===== src/rtl/adder_bist_pkg.sv =====
// Shared types and constants for the adder self-test controller and its LFSRs.
// The LFSR state is always 64 bits wide; narrower adders use its low bits.
package adder_bist_pkg;

    typedef enum logic [1:0] {
        IDLE,
        RUN,
        DRAIN,
        DONE
    } state_t;

    // Galois right-shift mask for x^64 + x^63 + x^61 + x^60 + 1
    localparam logic [63:0] LFSR_TAPS   = 64'hD800_0000_0000_0000;

    localparam logic [63:0] CORNER0_OP1 = 64'hFFFF_FFFF_FFFF_FFFF;
    localparam logic [63:0] CORNER0_OP2 = 64'h0000_0000_0000_0001;
    localparam logic [63:0] CORNER1_OP  = 64'h0000_0000_0000_0000;

    localparam logic [15:0] NO_FAIL     = 16'hFFFF;
    localparam logic [15:0] ERR_MAX     = 16'hFFFF;

    // An all-zero state would lock the LFSR, so it is replaced by 1.
    function automatic logic [63:0] lfsr_seed(input logic [63:0] seed);
        return (seed == 64'd0) ? 64'd1 : seed;
    endfunction

endpackage


===== src/rtl/adder_bist_lfsr.sv =====
// 64-bit Galois LFSR operand source; loads its seed on request and steps when told.
// Only the low WIDTH bits are presented to the controller.
module adder_bist_lfsr
    import adder_bist_pkg::*;
#(
    parameter int          WIDTH = 64,
    parameter logic [63:0] SEED  = 64'h0123_4567_89AB_CDEF,
    parameter logic [63:0] TAPS  = LFSR_TAPS
) (
    input  logic             clock,
    input  logic             reset,
    input  logic             load_i,
    input  logic             advance_i,
    output logic [WIDTH-1:0] state_o
);

    localparam logic [63:0] SEED_NZ = lfsr_seed(SEED);

    logic [63:0] state_q;
    logic [63:0] state_d;

    // NOTE: every path assigns state_d from a default first, so no latch can be inferred.
    always_comb begin
        state_d = state_q;
        if (load_i) begin
            state_d = SEED_NZ;
        end else if (advance_i) begin
            state_d = (state_q >> 1) ^ (state_q[0] ? TAPS : 64'd0);
        end
    end

    // NOTE: sequential state is updated with non-blocking assignments only.
    always_ff @(posedge clock) begin
        if (!reset) begin
            state_q <= SEED_NZ;
        end else begin
            state_q <= state_d;
        end
    end

    assign state_o = state_q[WIDTH-1:0];

endmodule


===== src/rtl/adder_bist_ctrl.sv =====
// Self-test controller for the 64-bit adder family: issues corner and LFSR operand
// pairs, compares sum/carry against a reference after LATENCY cycles, reports status.
module adder_bist_ctrl
    import adder_bist_pkg::*;
#(
    parameter int          WIDTH       = 64,
    parameter int          LATENCY     = 1,
    parameter int          NUM_VECTORS = 256,
    parameter logic [63:0] SEED        = 64'h0123_4567_89AB_CDEF
) (
    input  logic             clock,
    input  logic             reset,
    input  logic             start,
    input  logic [WIDTH-1:0] sum,
    input  logic             crout,
    output logic [WIDTH-1:0] op1,
    output logic [WIDTH-1:0] op2,
    output logic             busy,
    output logic             done,
    output logic             pass,
    output logic [15:0]      err_count,
    output logic [15:0]      fail_index
);

    localparam logic [15:0] LAST_IDX   = 16'(NUM_VECTORS - 1);
    localparam logic [15:0] LAST_DRAIN = 16'((LATENCY > 0) ? LATENCY - 1 : 0);

    state_t            state_q, state_d;
    logic [15:0]       cnt_q, cnt_d;
    logic [WIDTH-1:0]  last1_q, last2_q;
    logic [15:0]       err_q, fail_q;

    logic              run_start;
    logic              lfsr_adv;
    logic [WIDTH-1:0]  lfsr1, lfsr2;
    logic [WIDTH-1:0]  vec1, vec2;

    logic              push_vld;
    logic [WIDTH:0]    push_exp;
    logic              cmp_vld;
    logic [WIDTH:0]    cmp_exp;
    logic [15:0]       cmp_idx;
    logic              mismatch;

    // start is only honoured when no run is in flight
    assign run_start = start && ((state_q == IDLE) || (state_q == DONE));
    assign lfsr_adv  = (state_q == RUN) && (cnt_q >= 16'd2);

    adder_bist_lfsr #(
        .WIDTH (WIDTH),
        .SEED  (SEED),
        .TAPS  (LFSR_TAPS)
    ) u_lfsr1 (
        .clock     (clock),
        .reset     (reset),
        .load_i    (run_start),
        .advance_i (lfsr_adv),
        .state_o   (lfsr1)
    );

    adder_bist_lfsr #(
        .WIDTH (WIDTH),
        .SEED  (~SEED),
        .TAPS  (LFSR_TAPS)
    ) u_lfsr2 (
        .clock     (clock),
        .reset     (reset),
        .load_i    (run_start),
        .advance_i (lfsr_adv),
        .state_o   (lfsr2)
    );

    always_ff @(posedge clock) begin
        if (!reset) begin
            state_q <= IDLE;
        end else begin
            state_q <= state_d;
        end
    end

    always_comb begin
        state_d = state_q;
        case (state_q)
            IDLE:    if (start) state_d = RUN;
            RUN:     if (cnt_q == LAST_IDX) state_d = (LATENCY == 0) ? DONE : DRAIN;
            DRAIN:   if (cnt_q == LAST_DRAIN) state_d = DONE;
            DONE:    if (start) state_d = RUN;
            default: state_d = IDLE;
        endcase
    end

    always_comb begin
        busy = 1'b0;
        done = 1'b0;
        op1  = '0;
        op2  = '0;
        case (state_q)
            RUN: begin
                busy = 1'b1;
                op1  = vec1;
                op2  = vec2;
            end
            DRAIN: begin
                busy = 1'b1;
                op1  = last1_q;
                op2  = last2_q;
            end
            DONE: begin
                done = 1'b1;
                op1  = last1_q;
                op2  = last2_q;
            end
            default: ;
        endcase
        pass = done && (err_q == 16'd0);
    end

    always_comb begin
        case (cnt_q)
            16'd0: begin
                vec1 = CORNER0_OP1[WIDTH-1:0];
                vec2 = CORNER0_OP2[WIDTH-1:0];
            end
            16'd1: begin
                vec1 = CORNER1_OP[WIDTH-1:0];
                vec2 = CORNER1_OP[WIDTH-1:0];
            end
            default: begin
                vec1 = lfsr1;
                vec2 = lfsr2;
            end
        endcase
    end

    // The counter restarts on every state change: vector index in RUN, drain cycles in DRAIN.
    always_comb begin
        cnt_d = cnt_q;
        if (state_d != state_q) begin
            cnt_d = 16'd0;
        end else if ((state_q == RUN) || (state_q == DRAIN)) begin
            cnt_d = cnt_q + 16'd1;
        end
    end

    always_ff @(posedge clock) begin
        if (!reset) begin
            cnt_q   <= 16'd0;
            last1_q <= '0;
            last2_q <= '0;
        end else begin
            cnt_q <= cnt_d;
            if (state_q == RUN) begin
                last1_q <= vec1;
                last2_q <= vec2;
            end
        end
    end

    assign push_vld = (state_q == RUN);
    assign push_exp = {1'b0, vec1} + {1'b0, vec2};

    if (LATENCY == 0) begin : g_nodelay
        assign cmp_vld = push_vld;
        assign cmp_exp = push_exp;
        assign cmp_idx = cnt_q;
    end else begin : g_delay
        logic [LATENCY-1:0] vld_q;
        logic [WIDTH:0]     exp_q [LATENCY];
        logic [15:0]        idx_q [LATENCY];

        always_ff @(posedge clock) begin
            if (!reset || run_start) begin
                vld_q <= '0;
            end else begin
                vld_q[0] <= push_vld;
                for (int i = 1; i < LATENCY; i++) begin
                    vld_q[i] <= vld_q[i-1];
                end
            end
        end

        // NOTE: the payload array is left unreset; the valid bits alone decide whether a slot is used.
        always_ff @(posedge clock) begin
            exp_q[0] <= push_exp;
            idx_q[0] <= cnt_q;
            for (int i = 1; i < LATENCY; i++) begin
                exp_q[i] <= exp_q[i-1];
                idx_q[i] <= idx_q[i-1];
            end
        end

        assign cmp_vld = vld_q[LATENCY-1];
        assign cmp_exp = exp_q[LATENCY-1];
        assign cmp_idx = idx_q[LATENCY-1];
    end

    assign mismatch = cmp_vld && ({crout, sum} != cmp_exp);

    // Compares land in the last RUN/DRAIN cycle at the latest, so status is final when done rises.
    always_ff @(posedge clock) begin
        if (!reset || run_start) begin
            err_q  <= 16'd0;
            fail_q <= NO_FAIL;
        end else if (mismatch) begin
            if (err_q != ERR_MAX) begin
                err_q <= err_q + 16'd1;
            end
            if (fail_q == NO_FAIL) begin
                fail_q <= cmp_idx;
            end
        end
    end

    assign err_count  = err_q;
    assign fail_index = fail_q;

endmodule


===== config.mk =====
export PLATFORM = sky130hd
export DESIGN_NAME = adder_bist_ctrl
export DESIGN_NICKNAME = d
export VERILOG_FILES = /design/src/rtl/adder_bist_pkg.sv /design/src/rtl/adder_bist_lfsr.sv /design/src/rtl/adder_bist_ctrl.sv
export SDC_FILE = /design/constraint.sdc
export NUM_CORES = 1
export LEC_CHECK = 0
export CAP_MARGIN = 20
export CORE_ASPECT_RATIO = 0.7
export CORE_MARGIN = 5
export CORE_UTILIZATION = 40
export CTS_BUF_LIST = sky130_fd_sc_hd__clkbuf_2
export CTS_CLUSTER_SIZE = 40
export DETAILED_ROUTE_END_ITERATION = 8
export PLACE_DENSITY = 0.6
export SLEW_MARGIN = 30
export SYNTH_ARGS = -nofsm -noshare
export SYNTH_HDL_FRONTEND = slang
export SYNTH_SLANG_ARGS = --single-unit

===== constraint.sdc =====
create_clock -name clock -period 11.9 [get_ports clock]
set_input_delay 1.785 -clock clock [delete_from_list [all_inputs] [get_ports clock]]
set_output_delay 1.785 -clock clock [all_outputs]
set_load 0.02 [all_outputs]

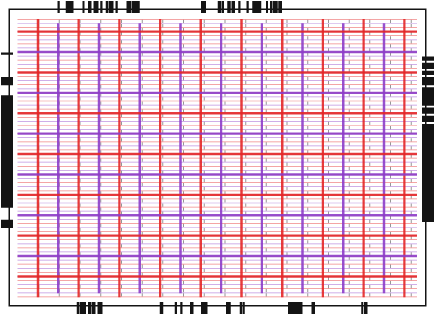
Figure 1: power grid.
Scale: 1.5 px per um. Pins as bars on the die edge. Tap cells in gray.
[purple] VDD
[red] VSS
rows: 68
met1 rails: 69
met4 straps: 19
Die Y: 196.7 um
Core ar.: 49,260 um^2
Max VDD drop: 168.2 uV
die width: 276.7 um

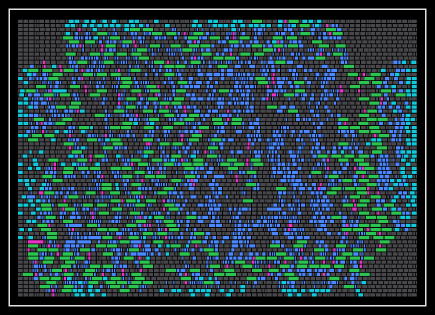
Figure 2: placement by cell class.
Scale: 1.5 px per um. Fill, decap, tap and diode cells in gray.
[cyan] other buffers and delay cells | cells: 246
[magenta] clock drivers and dummy loads | cells: 163
[blue] combinational and other logic | cells: 1,890
[green] flops | cells: 388

==> results.sh <==
# implementation run metrics
export IMPL_port_buffer_count=230
export IMPL_ys_seq_share=0.3901
export IMPL_max_stage_delay_ns=0.65
export IMPL_edf_count=0
export IMPL_syn_cell_area_um2=19910
export IMPL_final_hold_viol_count=0
export IMPL_crit_type="reg2out"
export IMPL_rsz0062_at_grt="no"
export IMPL_cp_depth=10
export IMPL_synthTopCellsByCount="nand2_1 (458), dfxtp_1 (388), a21oi_1 (192)"
export IMPL_post_cts_buffers=0
export IMPL_cp_start_kind="register"
export IMPL_r2r_end="g_delay.exp_q[0][54]"
export IMPL_drc=0
export IMPL_clock_latency_ns=1.13
export IMPL_antenna_found_initial=4
export IMPL_hold_path_depth=0
export IMPL_setup_violations_final=0
export IMPL_final_cell_mix="nand2_1 (457), dfxtp_1 (388), clkdlybuf4s50_1 (229)"
export IMPL_final_cells=3353
export IMPL_p_total_mw=5.550
export IMPL_first_pass_iters=5
export IMPL_largest_area_cell="dfxtp_1"
export IMPL_die_area_um2=54420
export IMPL_r2r_start="cnt_q[12]"
export IMPL_endpoint="op1[62]"
export IMPL_skew_ns=0.1291
export IMPL_tightestPinTransition_ns=0.9244
export IMPL_hpwl_mm=48.48
export IMPL_period_needed_ns=6.643
export IMPL_cts_root_buf="clkbuf_2"
export IMPL_syn_avg_cell_area_um2=8.148
export IMPL_postSynthCellCount=2444
export IMPL_drive_above_1_share=0.06885
export IMPL_fin_crit_sh=0.5582
export IMPL_startpoint="cnt_q[12]"
export IMPL_avgViaCountPerCell=5.400
export IMPL_place_ws_ns=6.376
export IMPL_ff_type="dfxtp_1"
export IMPL_grt_usage=0.2388
export IMPL_wl_per_cell_um=20.06
export IMPL_warnings=35
export IMPL_synth_flops=388
export IMPL_grt_max_degree=118
export IMPL_layout_setup_ws_ns=5.257
export IMPL_fin_util=0.4755
export IMPL_slew_violations=0
export IMPL_cap_violations=0
export IMPL_grt_pass1_vias=17220
export IMPL_status="finished clean"
export IMPL_drt_iter0_drc=1434
export IMPL_dp_cells=3189
export IMPL_ys_cells=2444
export IMPL_worstPathCellList="nor4_1 -> nand2_1 -> or4_1 -> inv_1 -> and2_2 -> buf_4 -> a21o_1 -> a22oi_1 -> nor2_1 -> clkdlybuf4s50_1"
export IMPL_r2r_cells=18
export IMPL_top_cell_area_share=0.3901
export IMPL_yosysMostFrequentCell="nand2_1"
export IMPL_rows=68
export IMPL_whs_ns=0.3963
export IMPL_path_clk_slew_ns=0.11
export IMPL_slew_headroom=0.3837
[cell families after synthesis]
group                    after synthesis  synth area share
AND/OR/NAND/NOR                      994            0.2333
AND-OR/OR-AND                        565            0.1862
flip-flops                           388            0.3901
buffers and inverters                197           0.03971
XOR/XNOR                             158           0.06949
adder cells (fa/ha/maj)               75           0.04750
multiplexers                          67           0.03368
[registers in the layout, indices dropped and copies added (netlist names)]
signal / cells
cmp_vld: 1
last1_q: 64
cnt_q: 16
g_delay.exp_q: 65
fail_index: 16
last2_q: 64
g_delay.idx_q: 16
err_count: 16
u_lfsr1.state_o: 64
u_lfsr2.state_o: 64
state_q: 2
[routing by layer]
| layer | vias up | routed length [um] | GRT usage |
|---|---|---|---|
| li1 | 8757 | - | - |
| met1 | 8579 | 34480 | 0.3744 |
| met2 | 691 | 24830 | 0.3072 |
| met3 | 76 | 6919 | 0.08502 |
| met4 | 2 | 1024 | 0.05261 |
| met5 | - | 13 | 0 |
[final cells by class]
type	instances	area, um^2
inverter	31	116.4
fill	4824	25840
tap	665	832.0
clock buffer	136	680.7
multi-input combinational	1859	11440
timing repair buffer	246	2445
sequential	388	7767
clock inverter	27	142.6
antenna	1	2.502
[worst min-delay path by stage]
stage,startpoint,end
final,cnt_q[15],g_delay.idx_q[0][15]
after global routing,cnt_q[5],g_delay.idx_q[0][5]
after CTS,cnt_q[5],g_delay.idx_q[0][5]
after detailed placement,cnt_q[15],g_delay.idx_q[0][15]
after global placement,cnt_q[15],g_delay.idx_q[0][15]
after floorplan,cnt_q[15],g_delay.idx_q[0][15]
[power by group]
group          total, mW  internal [mW]  switching [mW]
logic               2.95           1.12            1.83
registers           1.70           1.55           0.152
clock network      0.895          0.330           0.565
total               5.55           3.00            2.55
